File: config.mk
export PLATFORM = sky130hd
export DESIGN_NAME = if_fetch_unit
export DESIGN_NICKNAME = d
export VERILOG_FILES = /design/src/rtl/rv32i_pkg.sv /design/src/rtl/if_fifo.sv /design/src/rtl/if_fetch_unit.sv
export SDC_FILE = /design/constraint.sdc
export NUM_CORES = 1
export LEC_CHECK = 0
export CORE_MARGIN = 10
export CORE_UTILIZATION = 50
export CTS_BUF_LIST = sky130_fd_sc_hd__clkbuf_4
export DETAILED_ROUTE_END_ITERATION = 7
export MAX_ROUTING_LAYER = met4
export PLACE_DENSITY_LB_ADDON = 0.12
export SYNTH_ARGS = -nofsm -noshare
export SYNTH_HDL_FRONTEND = slang
export SYNTH_HIERARCHICAL = 1
export SYNTH_SLANG_ARGS = --single-unit
File: constraint.sdc
create_clock -name clk -period 8.93 [get_ports clk]
set_input_delay 1.786 -clock clk [delete_from_list [all_inputs] [get_ports clk]]
set_output_delay 1.786 -clock clk [all_outputs]
set_load 0.02 [all_outputs]
File: src/rtl/rv32i_pkg.sv
// Shared RV32I front-end types and constants used by the fetch stage.
package rv32i_pkg;

  localparam int XLEN = 32;
  localparam logic [XLEN-1:0] INST_NOP = 32'h0000_0013;
  localparam logic [XLEN-1:0] PC_STEP  = 32'd4;

  typedef enum logic [0:0] {
    IDLE  = 1'b0,
    FETCH = 1'b1
  } fetch_state_t;

  typedef struct packed {
    logic [XLEN-1:0] inst;
    logic [XLEN-1:0] pc;
  } fetch_entry_t;

  // Instruction addresses are word aligned; low bits of a target are ignored.
  function automatic logic [XLEN-1:0] align_word(input logic [XLEN-1:0] addr);
    return {addr[XLEN-1:2], 2'b00};
  endfunction

endpackage

File: src/rtl/if_fifo.sv
// Small instruction buffer between memory responses and decode.
// Head entry is read combinationally; push into a full FIFO is legal with a same-cycle pop.
module if_fifo
  import rv32i_pkg::*;
#(
  parameter int DEPTH = 2,
  localparam int AW = $clog2(DEPTH)
) (
  input  logic         clk,
  input  logic         rst,
  input  logic         push,
  input  logic         pop,
  input  logic         flush,
  input  fetch_entry_t wdata,
  output fetch_entry_t rdata,
  output logic         full,
  output logic         empty,
  output logic [AW:0]  count
);

  localparam logic [AW:0] PTR_ONE = (AW+1)'(1);

  fetch_entry_t mem_reg [DEPTH];
  logic [AW:0]  wr_ptr_reg;
  logic [AW:0]  rd_ptr_reg;
  logic         do_push;
  logic         do_pop;

  // The extra pointer bit distinguishes full from empty when the indices match.
  assign empty = (wr_ptr_reg == rd_ptr_reg);
  assign full  = (wr_ptr_reg[AW] != rd_ptr_reg[AW]) &&
                 (wr_ptr_reg[AW-1:0] == rd_ptr_reg[AW-1:0]);
  assign count = wr_ptr_reg - rd_ptr_reg;

  assign do_pop  = pop && !empty && !flush;
  assign do_push = push && (!full || do_pop) && !flush;

  always_ff @(posedge clk or posedge rst) begin
    if (rst) begin
      wr_ptr_reg <= '0;
      rd_ptr_reg <= '0;
    end else if (flush) begin
      wr_ptr_reg <= '0;
      rd_ptr_reg <= '0;
    end else begin
      if (do_push) wr_ptr_reg <= wr_ptr_reg + PTR_ONE;
      if (do_pop)  rd_ptr_reg <= rd_ptr_reg + PTR_ONE;
    end
  end

  always_ff @(posedge clk) begin
    if (do_push) mem_reg[wr_ptr_reg[AW-1:0]] <= wdata;
  end

  assign rdata = mem_reg[rd_ptr_reg[AW-1:0]];

endmodule

File: src/rtl/if_fetch_unit.sv
// Instruction fetch stage: owns the PC, issues credit-limited memory requests,
// buffers returned words for decode and discards in-flight words after a redirect.
module if_fetch_unit
  import rv32i_pkg::*;
#(
  parameter logic [31:0] RESET_PC = 32'h0000_0000,
  parameter int          DEPTH    = 2
) (
  input  logic        clk,
  input  logic        rst,
  output logic        imem_req_valid,
  input  logic        imem_req_ready,
  output logic [31:0] imem_req_addr,
  input  logic        imem_rsp_valid,
  input  logic [31:0] imem_rsp_data,
  input  logic        redirect_valid,
  input  logic [31:0] redirect_pc,
  output logic        inst_valid,
  input  logic        inst_ready,
  output logic [31:0] Inst,
  output logic [31:0] inst_pc
);

  localparam int            CW      = $clog2(DEPTH) + 1;
  localparam logic [CW-1:0] CNT_ONE = CW'(1);
  localparam logic [CW:0]   DEPTH_W = (CW+1)'(DEPTH);

  fetch_state_t  state_reg, state_next;
  logic [31:0]   pc_reg, pc_next;
  logic [31:0]   rsp_pc_reg, rsp_pc_next;
  logic [CW-1:0] inflight_reg, inflight_next;
  logic [CW-1:0] drop_cnt_reg, drop_cnt_next;

  logic [CW-1:0] fifo_count;
  logic          fifo_full;
  logic          fifo_empty;
  fetch_entry_t  fifo_head;
  fetch_entry_t  fifo_wdata;

  logic [CW:0]   committed;
  logic [31:0]   redirect_target;
  logic          req_fire;
  logic          rsp_keep;
  logic          inst_pop;

  assign redirect_target = align_word(redirect_pc);

  // Slots already promised: buffered words plus responses that will be kept.
  assign committed = {1'b0, fifo_count} + {1'b0, inflight_reg} - {1'b0, drop_cnt_reg};

  assign imem_req_valid = (state_reg == FETCH) && (committed < DEPTH_W) && !redirect_valid;
  assign imem_req_addr  = pc_reg;
  assign req_fire       = imem_req_valid && imem_req_ready;

  // A response coinciding with a redirect belongs to the old path.
  assign rsp_keep = imem_rsp_valid && (drop_cnt_reg == '0) && !redirect_valid;
  assign inst_pop = inst_valid && inst_ready;

  assign fifo_wdata.inst = imem_rsp_data;
  assign fifo_wdata.pc   = rsp_pc_reg;

  always_comb begin
    state_next    = FETCH;
    pc_next       = pc_reg;
    rsp_pc_next   = rsp_pc_reg;
    inflight_next = inflight_reg;
    drop_cnt_next = drop_cnt_reg;

    if (req_fire && !imem_rsp_valid) begin
      inflight_next = inflight_reg + CNT_ONE;
    end else if (!req_fire && imem_rsp_valid) begin
      inflight_next = inflight_reg - CNT_ONE;
    end

    if (redirect_valid) begin
      pc_next       = redirect_target;
      rsp_pc_next   = redirect_target;
      drop_cnt_next = inflight_next;
    end else begin
      if (req_fire) pc_next = pc_reg + PC_STEP;
      if (rsp_keep) rsp_pc_next = rsp_pc_reg + PC_STEP;
      if (imem_rsp_valid && (drop_cnt_reg != '0)) drop_cnt_next = drop_cnt_reg - CNT_ONE;
    end
  end

  always_ff @(posedge clk or posedge rst) begin
    if (rst) begin
      state_reg    <= IDLE;
      pc_reg       <= RESET_PC;
      rsp_pc_reg   <= RESET_PC;
      inflight_reg <= '0;
      drop_cnt_reg <= '0;
    end else begin
      state_reg    <= state_next;
      pc_reg       <= pc_next;
      rsp_pc_reg   <= rsp_pc_next;
      inflight_reg <= inflight_next;
      drop_cnt_reg <= drop_cnt_next;
    end
  end

  if_fifo #(
    .DEPTH (DEPTH)
  ) u_fifo (
    .clk   (clk),
    .rst   (rst),
    .push  (rsp_keep),
    .pop   (inst_pop),
    .flush (redirect_valid),
    .wdata (fifo_wdata),
    .rdata (fifo_head),
    .full  (fifo_full),
    .empty (fifo_empty),
    .count (fifo_count)
  );

  assign inst_valid = !fifo_empty;
  assign Inst       = fifo_empty ? INST_NOP : fifo_head.inst;
  assign inst_pc    = fifo_empty ? 32'h0000_0000 : fifo_head.pc;

endmodule

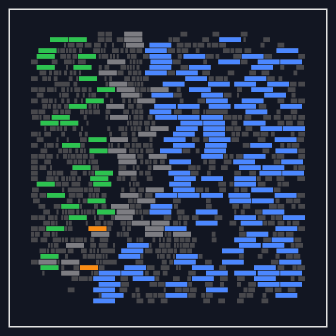
*Sequential cells coloured by netlist name, run 1*
Other sequential cells in the stronger grey, the rest of the logic in the fainter grey.
| colour | name in the netlist | placed flops |
|---|---|---|
| blue | u_fifo/mem_reg | 128 |
| green | imem_req_addr | 30 |
| orange | drop_cnt_reg | 2 |
not coloured: 37

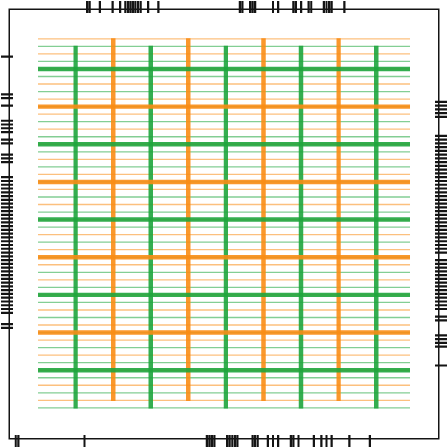
*Power grid, run 1*
Pins as bars on the die edge.
| colour | net |
|---|---|
| orange | VDD |
| green | VSS |
signal pins: 168
rows: 49
met4 straps: 9

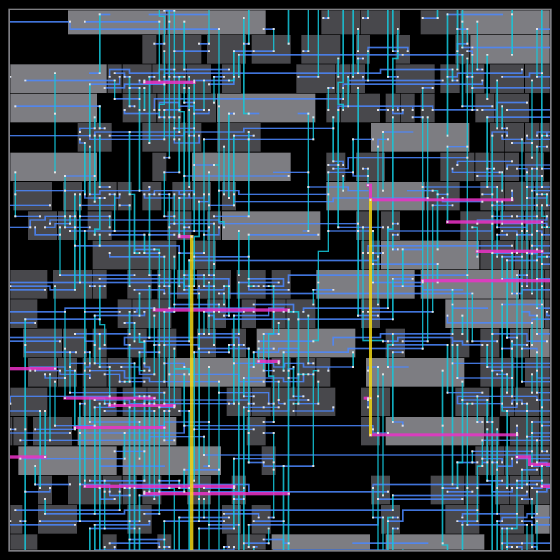
*Layout detail, run 1*
Window x 14 to 64, y 91 to 141 um. Cells in grey, sequential cells in the stronger grey; small squares are vias.
| colour | layer |
|---|---|
| magenta | metal 3 |
| cyan | metal 2 |
| blue | metal 1 |
| yellow | metal 4 |
cells with their middle in the window: 192
sequential cells in the window: 25
most frequent: nand2_1 (33), dfrtp_1 (25), clkdlybuf4s50_1 (19)
netlist names of flops here include: imem_req_addr (15), rsp_pc_reg (10)

==> metrics.csv, run 1 <==
metric;value;unit
vias per cell;5.52;
CTS max path bufs;2;
distinct lib cells;54;
VDD IR max;0.000118;V
max cap viols;0;
syn_area_per_cell;12.6;um^2
Crit path largest cell delay;580;ps
clk latency late pin;560;ps
CTS buffer count;17;
initial antenna violation count;1;
Max-slew headroom;39.1;%
DRT Wirelength;20900;um
Vias;6183;
Std-Cell Rows;49;
Commonest Layout Cell;clkdlybuf4s50_1;
synth-to-layout area growth;23.2;%
CTS tree;done;
chip area;23900;um^2
first-pass GRT wire length;34000;um
final worst-path cycle share;63.8;%
fin cells;1121;
Tool Warnings;29;
Seq share, synth;61.5;%
Crit-path slowest cell;clkdlybuf4s50_1;
Top Metal Used;met4;
Iter 0 DRT Violations;332;
H-Tree Depth;4;
Crit path buffers/inverters;2;
CTS resizes;0;
yosys stat area;9050;um^2
clock sinks;197;
crit path cell chain;xnor2_1, xnor2_1, fa_1, inv_1, fa_1, xor2_1, nor3_1, clkdlybuf4s50_1;
synthesized flop and latch total;197;
DRC Markers;0;
RR Endpoint;imem_req_addr[14]$_DFFE_PP0P_;
CTS clk-pin slew, worst paths;140;ps
Worst-Margin Slew;914;ps
vias in the first global route;6447;
Final Wtd Congestion;0.891;
Critical Setup Path Class;reg -> out;
TNS Setup;0;ps
wire length on met1;9750;um
Hold Path End;u_fifo/mem_reg[0][10]$_DFFE_PP_;
Top delay family on crit path;XOR/XNOR gates;
Mapped Area;9050;um^2
P per Cell Area;187;nW/um^2
share of layout cells above drive strength 1;14.7;%
Min-Delay Path Class;reg -> reg;
DRT antenna net count;0;
R2R cell count;10;
status;finished clean;
WL met3;1320;um
clock tree root buffer cell;clkbuf_4;
total gr overflow;0;
reg2reg start;u_fifo/wr_ptr_reg[1]$_DFFE_PP0P_;
Crit path required time;7140;ps
most frequent logic cells in the routed design;clkdlybuf4s50_1 (162), edfxtp_1 (128), mux2_2 (73);
I/O pin total;168;
die y size;155;um
RSZ-0062 raised after global routing;no;
Final min period;5690;ps
max reg flops;128;
Routed wire per std cell;18.7;um
final slew viol count;0;
Setup Viol. Count Final;0;
gr usage total;18.0;%
Worst Setup Start Kind;flop;
fmax;176;MHz
Hold-fix buffers, CTS;0;
Hold Fails Final Rpt;0;
placed instance count;1088;
Power Total;2.08;mW
Post-DP HPWL;14700;um
layout net count;955;
largest net degree at the start of global routing;69;
post-synthesis cell count;716;
ys cells;716;
crit path capture type;output port;
Port Buffers;163;
die width;155;um
Clock Skews;23.9;ps
flop2flop setup slack;4870;ps
met2 wire length;9610;um
CP max FO;7;
Core ar.;17900;um^2
Leak;3.87;nW
Ys Warns;6;
worst hold path stage count;0;
Setup Buffers After CTS;0;
WP data arrival;3910;ps
Fill cells;1383;
Pre-antenna DRT Iters;5;
hold_sp;rsp_pc_reg[10]$_DFFE_PP0N_;
floorplan utilization;50.6;%
==> run 1: worst max-delay path by stage <==
stage	start	cells after the start	to
5_1_grt	u_fifo/wr_ptr_reg[1]$_DFFE_PP0P_	8	imem_req_valid
4_1_cts	u_fifo/wr_ptr_reg[1]$_DFFE_PP0P_	8	imem_req_valid
2_1_floorplan	redirect_valid	5	u_fifo/mem_reg[0][0]$_DFFE_PP_
3_5_place_dp	u_fifo/wr_ptr_reg[1]$_DFFE_PP0P_	8	imem_req_valid
3_3_place_gp	u_fifo/wr_ptr_reg[1]$_DFFE_PP0P_	8	imem_req_valid
6_report	u_fifo/wr_ptr_reg[1]$_DFFE_PP0P_	8	imem_req_valid
==> run 1: layout make-up <==
type | instances | area, um^2 | area share, %
clock buffers | 18 | 135 | 1.21
diodes | 1 | 2.50 | 0.0224
clock inverters | 14 | 108 | 0.965
well taps | 229 | 287 | 2.57
inverters | 12 | 45.0 | 0.404
multi-input cells | 479 | 3320 | 29.8
repair buffers | 171 | 1690 | 15.1
flip-flops and latches | 197 | 5570 | 49.9
==> run 1: metrics by stage <==
stage	hold WS [ps]	setup slack, ps	cell area (um^2)	util (%)
after floorplan	462	1460	9070	-
after global placement	501	3900	10900	60.9
after detailed placement	517	3820	10900	60.9
after CTS	553	3160	11200	62.3
after global routing	576	2930	11200	62.3
final	550	3240	11200	62.3
==> run 1: cell usage after synthesis (all sizes together) <==
cell type	n	share of area, %
o311ai	8	0.77
nor3	10	0.55
ha	5	0.69
a31oi	6	0.41
xor2	19	1.8
nand2b	6	0.41
fa	2	0.44
and4	7	0.68
inv	12	0.50
conb	2	0.083
edfxtp	128	42
a211o	1	0.097
and2b	1	0.083
or3	3	0.21
o22ai	1	0.069
mux2i	3	0.33
o21ai	42	2.3
a21o	1	0.083
o211ai	16	1.3
nor3b	2	0.17
xnor2	18	1.7
or4	1	0.083
nor2b	64	4.4
and3	8	0.55
a221o	2	0.22
and2	5	0.35
a21oi	4	0.22
mux2	73	9.1
nand3	31	1.8
nand4	20	1.5
nor2	26	1.2
nand4b	1	0.17
or2	5	0.35
buf	16	0.95
dfrtp	69	19
a21boi	3	0.25
clkbuf	17	0.70
nor4	9	0.86
nand2	68	2.8
a31o	1	0.097
==> run 1: power breakdown <==
group	switching (mW)	internal [mW]	total, mW
registers	0.0750	1.05	1.12
logic	0.299	0.235	0.535
clock network	0.287	0.139	0.426
==> run 1: cell families after synthesis <==
kind of cell | count (synthesis) | share of synthesized area (%)
AND/OR/NAND/NOR | 267 | 16.2
flip-flops | 197 | 61.5
AND-OR/OR-AND | 85 | 5.87
multiplexers | 76 | 9.41
buffers and inverters | 45 | 2.16
XOR/XNOR | 37 | 3.58
adder cells (fa/ha/maj) | 7 | 1.13
other | 2 | 0.0829
==> run 1: metal layers <==
metal / vias up / global-route usage (%)
li1: 2927 / -
met1: 3009 / 24.3
met2: 221 / 26.4
met3: 26 / 4.60
met4: 0 / 5.26
met5: - / -
### Selected gate families, run 1

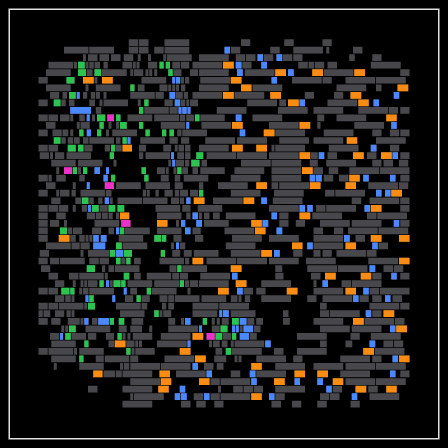

## Run 2: what changed since run 1
CORE_UTILIZATION = 49   (was 50)
clock period = 5.1 ns   (was 8.93 ns; I/O delays follow)
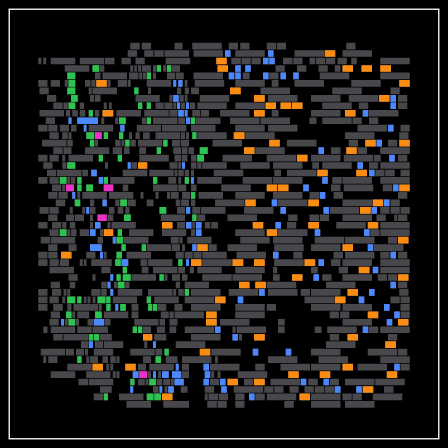
*Selected gate families, run 2*
| colour | family | cells | most used |
|---|---|---|---|
| blue | NOR gates | 111 | nor2b_1 |
| orange | multiplexers | 76 | mux2_2 |
| green | inverting AOI/OAI gates | 80 | o21ai_0 |
| magenta | AND-OR and OR-AND gates | 5 | a221o_1 |

==> run 2 against run 1 <==
  * Synthesized area is the same
  * Final cell count shrank 0.18%
  * Non-clock buffer count shrank 1
  * Clock skew grew 3.1 ps
==> metrics.csv, run 2 <==
metric;value;unit
gr usage total;17.9;%
tightest hold margin;541;ps
largest net degree at the start of global routing;68;
Seq share, synth;61.5;%
Worst-Margin Slew;884;ps
Final Wtd Congestion;0.883;
Worst Setup Start Kind;flop;
H-Tree Depth;4;
TNS Setup;0;ps
Std-Cell Rows;49;
distinct lib cells;54;
Simple Share, Synth;16.2;%
final slew viol count;0;
clk latency late pin;570;ps
Min-Delay Path Class;reg -> reg;
biggest area cells;edfxtp_1 (42%), dfrtp_1 (19%), mux2_2 (9.1%), nor2b_1 (4.4%), nand2_1 (2.8%);
Adder Share, Synth;1.13;%
synthesized flop and latch total;197;
Post-Place Setup Slack;802;ps
Core ar.;18100;um^2
CTS max path bufs;2;
Post-DP HPWL;14700;um
P per Cell Area;339;nW/um^2
first-pass GRT wire length;33900;um
I/O pin total;168;
post-synthesis async set-or-reset flop share;35.0;%
DRT Wirelength;21300;um
initial antenna violation count;1;
Critical Setup Path Class;reg -> out;
Port Buffers;163;
clock tree root buffer cell;clkbuf_4;
Hold Fails Final Rpt;0;
final worst-path cycle share;94.4;%
CTS buffer count;17;
Crit path required time;4080;ps
Hold-fix buffers, CTS;0;
CTS clk-pin slew, worst paths;160;ps
Mapped Area;9050;um^2
Setup Buffers After CTS;0;
most instantiated library cell after synthesis;edfxtp_1;
Commonest Layout Cell;clkdlybuf4s50_1;
Post-synth EDFFs;128;
Clock Skews;27.0;ps
AND-OR/OR-AND share of the synthesized area;5.87;%
cell taking the most area after synthesis;edfxtp_1;
synth-to-layout area growth;24.0;%
most frequent logic cells in the routed design;clkdlybuf4s50_1 (162), edfxtp_1 (128), mux2_2 (73);
DRC Markers;0;
ys cells;716;
fmax;208;MHz
share of layout cells above drive strength 1;14.7;%
Post-synth top cells;edfxtp_1 (128), mux2_2 (73), dfrtp_1 (69), nand2_1 (68), nor2b_1 (64);
yosys stat area;9050;um^2
Leak;3.89;nW
Routed wire per std cell;19.0;um
status;finished clean;
fin cells;1119;
setup ws final;287;ps
vias in the first global route;6418;
CTS resizes;0;
CP max FO;7;
layout net count;954;
Top-area cell share;42.4;%
VDD IR max;0.000202;V
max reg flops;128;
chip area;24300;um^2
post-synthesis cell count;716;
Setup Viol. Count Final;0;
Iter 0 DRT Violations;422;
syn_area_per_cell;12.6;um^2
xor/xnor share;3.58;%
Commonest flop;edfxtp_1;
Ys Warns;6;
Main logic family;simple AND/OR/NAND/NOR gates;
RSZ-0062 raised after global routing;no;
die y size;156;um
flop2flop setup slack;1110;ps
CTS tree;done;
total gr overflow;0;
die width;156;um
Max-slew headroom;41.1;%
WP data arrival;3790;ps
Final min period;4810;ps
clock sinks;197;
Tool Warnings;29;
floorplan utilization;50.1;%
vias per cell;5.53;
crit path capture type;output port;
final core utilization;62.1;%
Pre-antenna DRT Iters;4;
Mux area share;9.41;%
Vias;6192;
max cap viols;0;
Fill cells;1415;
DRT antenna net count;0;
placed instance count;1087;
## run 2: cell type report
type | instances | area, um^2 | share of cell area, %
diodes | 1 | 2.50 | 0.0223
flip-flops and latches | 197 | 5570 | 49.6
multi-input cells | 479 | 3330 | 29.6
clock inverters | 13 | 183 | 1.63
repair buffers | 170 | 1680 | 15.0
inverters | 12 | 45.0 | 0.401
clock buffers | 18 | 135 | 1.20
well taps | 229 | 287 | 2.55
## run 2: worst max-delay path: stages, from the launching register on
cell	delay [ps]
dfrtp_1	440
xnor2_1	450
xnor2_1	170
fa_1	500
inv_1	60
fa_1	460
xor2_2	250
nor3_1	240
clkdlybuf4s50_1	650
## run 2: metal layers
metal / part of all wire, % / global-route usage (%) / vias up
li1: - / - / 2922
met1: 46 / 23.9 / 3014
met2: 46 / 27.0 / 232
met3: 6.6 / 3.94 / 24
met4: 1.4 / 5.53 / 0
met5: 0 / - / -
## run 2: worst paths after layout
kind                                                  startpoint                               end  cells past startpoint
worst min register to register        rsp_pc_reg[31]$_DFFE_PP0N_   u_fifo/mem_reg[0][31]$_DFFE_PP_                      0
worst max register to register  u_fifo/wr_ptr_reg[1]$_DFFE_PP0P_     imem_req_addr[21]$_DFFE_PP0P_                     10
worst min-delay path                  rsp_pc_reg[31]$_DFFE_PP0N_   u_fifo/mem_reg[0][31]$_DFFE_PP_                      0
worst max-delay path            u_fifo/wr_ptr_reg[1]$_DFFE_PP0P_                    imem_req_valid                      8
min in group asynchronous                                    rst  u_fifo/rd_ptr_reg[1]$_DFFE_PP0P_                      2
max in group asynchronous                                    rst      imem_req_addr[8]$_DFFE_PP0P_                      3
## run 2: kinds of logic (layout without fill, tap and decap cells)
| family | Yosys count | count (layout) |
|---|---|---|
| simple gates | 267 | 267 |
| flops | 197 | 197 |
| compound gates | 85 | 85 |
| mux | 76 | 76 |
| buf+inv | 45 | 213 |
| xor+xnor | 37 | 37 |
| fa+ha+maj | 7 | 7 |
| other cells | 2 | 8 |
## run 2: per-stage QoR
step | power [mW] | cell area [um^2]
after floorplan | 2.53 | 9070
final | 3.81 | 11200
after global routing | 4.00 | 11200
after detailed placement | 2.93 | 10900
after global placement | 2.90 | 10900
after CTS | 3.83 | 11200
## run 2: where the power goes
part	leakage (nW)	internal, mW	switching, mW
Sequential	1.99	1.83	0.133
Clock	0.158	0.391	0.507
Combinational	1.74	0.418	0.527
### Power grid, run 2

Pins as bars on the die edge.
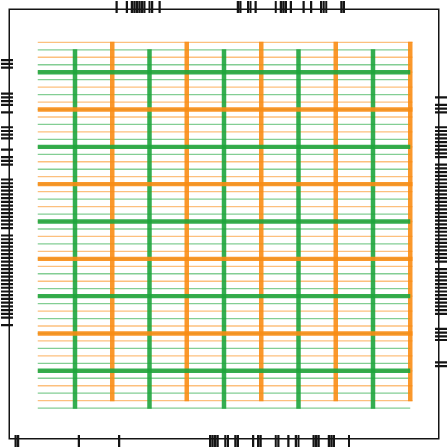

## Run 3: what changed since run 2
CAP_MARGIN = 10   (was not set)
CORE_ASPECT_RATIO = 0.9   (was not set)
CORE_MARGIN = not set   (was 10)
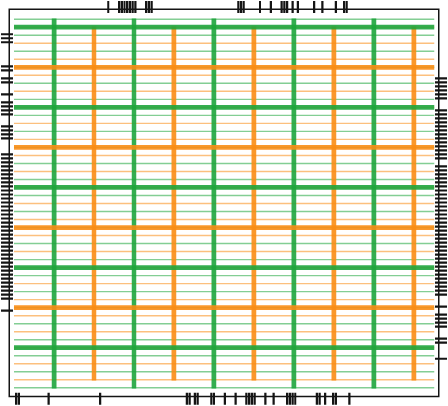
*Power grid, run 3*
Pins as bars on the die edge.
| colour | net |
|---|---|
| green | VSS |
| orange | VDD |
rows: 46
met4 straps: 10
met5 straps: 9
signal pins: 168
met1 rails: 47

==> run 3 against run 2 <==
  * Final cell count rose by 0.98%
  * Clock skew fell by 13 ps
  * Register-to-register slack better by 20 ps
  * Critical path type unchanged
  * Largest cell class unchanged
==> metrics.csv, run 3 <==
metric;value;unit
Worst Setup Start Kind;flop;
first-pass GRT wire length;32000;um
synth-to-layout area growth;24.2;%
Post-DP HPWL;13600;um
Vias;6279;
CP max FO;7;
synthesized flop and latch total;197;
register share of total power;51.8;%
yosys stat area;9050;um^2
Net Sw Frac;31.4;%
Final min period;4790;ps
crit path capture type;output port;
Commonest Layout Cell;clkdlybuf4s50_1;
die y size;131;um
Leak;3.90;nW
chip area;19000;um^2
Std-Cell Rows;46;
WP data arrival;3770;ps
distinct lib cells;54;
Worst-Margin Slew;902;ps
Post-synth top cells;edfxtp_1 (128), mux2_2 (73), dfrtp_1 (69), nand2_1 (68), nor2b_1 (64);
DRT antenna net count;0;
Hold-fix buffers, CTS;0;
hold_sp;imem_req_addr[22]$_DFFE_PP0P_;
Seq share, synth;61.5;%
vias in the first global route;6242;
most instantiated library cell after synthesis;edfxtp_1;
ys cells;716;
vias per cell;5.56;
Top-area cell share;42.4;%
Port Buffers;163;
Ys Warns;6;
fin cells;1130;
floorplan utilization;50.8;%
Comb pwr share;24.9;%
cell taking the most area after synthesis;edfxtp_1;
final worst-path cycle share;93.9;%
clock power share;23.3;%
largest net degree at the start of global routing;68;
status;finished clean;
CTS clk-pin slew, worst paths;160;ps
fmax;209;MHz
CTS max path bufs;2;
Core ar.;17800;um^2
Pre-antenna DRT Iters;5;
syn_area_per_cell;12.6;um^2
Post-synth EDFFs;128;
clk latency late pin;560;ps
Psw;1.20;mW
max cap viols;0;
Tool Warnings;29;
I/O pin total;168;
CTS tree;done;
initial antenna violation count;1;
Mapped Area;9050;um^2
DRC Markers;0;
Int Pwr;2.61;mW
final slew viol count;0;
CP Launch Point;u_fifo/wr_ptr_reg[1]$_DFFE_PP0P_;
post-synthesis cell count;716;
total gr overflow;0;
Commonest flop;edfxtp_1;
gr usage total;22.5;%
biggest area cells;edfxtp_1 (42%), dfrtp_1 (19%), mux2_2 (9.1%), nor2b_1 (4.4%), nand2_1 (2.8%);
max reg flops;128;
Setup Viol. Count Final;0;
post-synthesis async set-or-reset flop share;35.0;%
Iter 0 DRT Violations;368;
die width;145;um
clock tree root buffer cell;clkbuf_4;
DRT Wirelength;20200;um
P per Cell Area;338;nW/um^2
reg2reg start;u_fifo/wr_ptr_reg[1]$_DFFE_PP0P_;
Routed wire per std cell;17.9;um
VDD IR max;0.000201;V
Min-Delay Path Class;reg -> reg;
clock sinks;197;
share of layout cells above drive strength 1;14.7;%
most frequent logic cells in the routed design;clkdlybuf4s50_1 (162), edfxtp_1 (128), mux2_2 (73);
Max-slew headroom;39.9;%
Final Wtd Congestion;0.889;
Crit path required time;4080;ps
TNS Setup;0;ps
Clock Skews;14.2;ps
Hold Fails Final Rpt;0;
Critical Setup Path Class;reg -> out;
H-Tree Depth;4;
placed instance count;1097;
layout net count;953;
CTS buffer count;17;
RSZ-0062 raised after global routing;no;
run 3: cell counts after synthesis:
No cell type changed its count.
run 3: logic make-up (layout without fill, tap and decap cells):
family,Yosys count,count (layout),synth area share [%]
compound gates,85,85,5.87
other cells,2,8,0.0829
fa+ha+maj,7,7,1.13
xor+xnor,37,37,3.58
mux,76,76,9.41
buf+inv,45,213,2.16
simple gates,267,267,16.2
flops,197,197,61.5
run 3: final timing paths:
| kind | slack [ps] | depth (start not counted) | to |
|---|---|---|---|
| setup / recovery | 310 | 8 | imem_req_valid |
| hold / removal | 550 | 1 | imem_req_addr[22]$_DFFE_PP0P_ |
| setup reg to reg | 1130 | 9 | imem_req_addr[21]$_DFFE_PP0P_ |
| hold reg to reg | 550 | 1 | imem_req_addr[22]$_DFFE_PP0P_ |
| max in group asynchronous | 3270 | 3 | imem_req_addr[27]$_DFFE_PP0P_ |
| min in group asynchronous | 740 | 2 | u_fifo/wr_ptr_reg[1]$_DFFE_PP0P_ |
run 3: power by group through the flow:
stage	combinational, mW	sequential [mW]	clock [mW]
2_1_floorplan	0.511	2.01	0
3_3_place_gp	0.906	1.99	0
3_5_place_dp	0.933	2.00	0
4_1_cts	0.938	1.97	0.911
5_1_grt	1.03	1.99	0.960
6_report	0.946	1.97	0.886
run 3: routing by layer:
metal,part of all wire (%),vias up,GRT usage (%)
li1,-,2937,-
met1,45,3044,29.8
met2,47,274,35.6
met3,6.8,24,4.97
met4,1.1,0,5.82
met5,0,-,-
run 3: cell type report:
| cell class | count | area (um^2) |
|---|---|---|
| Fill cell | 1373 | 6600 |
| Sequential cell | 197 | 5570 |
| Multi-Input combinational cell | 479 | 3330 |
| Timing Repair Buffer | 169 | 1680 |
| Tap cell | 240 | 300 |
| Clock inverter | 14 | 178 |
| Clock buffer | 18 | 135 |
| Inverter | 12 | 45.0 |
| Antenna cell | 1 | 2.50 |
run 3: per-stage QoR:
step / area, um^2 / worst slack [ps] / utilization, % / power (mW) / hold slack [ps]
6_report: 11200 / 313 / 63.0 / 3.80 / 550
5_1_grt: 11200 / 16.3 / 63.0 / 3.97 / 564
3_3_place_gp: 10900 / 887 / 61.2 / 2.89 / 504
3_5_place_dp: 10900 / 812 / 61.2 / 2.93 / 511
4_1_cts: 11200 / 132 / 63.0 / 3.81 / 549
2_1_floorplan: 9070 / -1600 / - / 2.53 / 462
run 3: worst max-delay path, cell delays in order, from the launching register on:
cell and delay [ps]:
dfrtp_1 440, xnor2_1 450, xnor2_1 180, fa_1 500, inv_1 50, fa_1 470, xor2_2 260, nor3_1 230
clkdlybuf4s50_1 640
run 3: what timing repair did:
| item | 4_1_cts | 5_1_grt |
|---|---|---|
| setup buffers | 0 | 0 |
| resized | 0 | 1 |
| endpoints found under the setup margin | 0 | 1 |

==> gallery <==
Clock nets.
Plate I
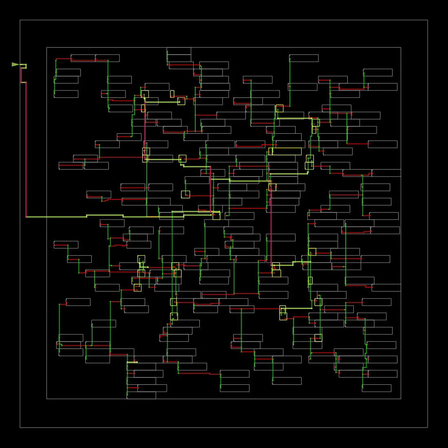
Plate II
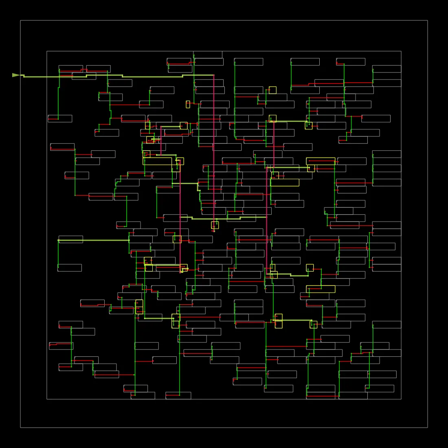
Plate III
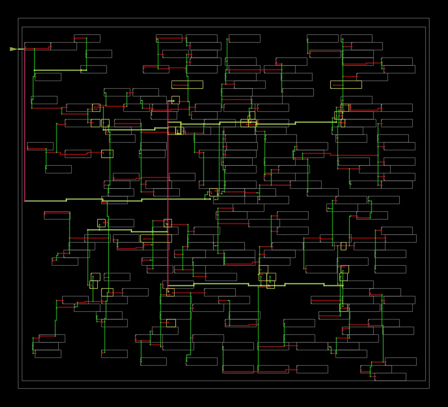
For run 2, see Plate II.
For run 3, see Plate III.
For run 1, see Plate I.

Power is estimated from default activity; no workload was simulated.
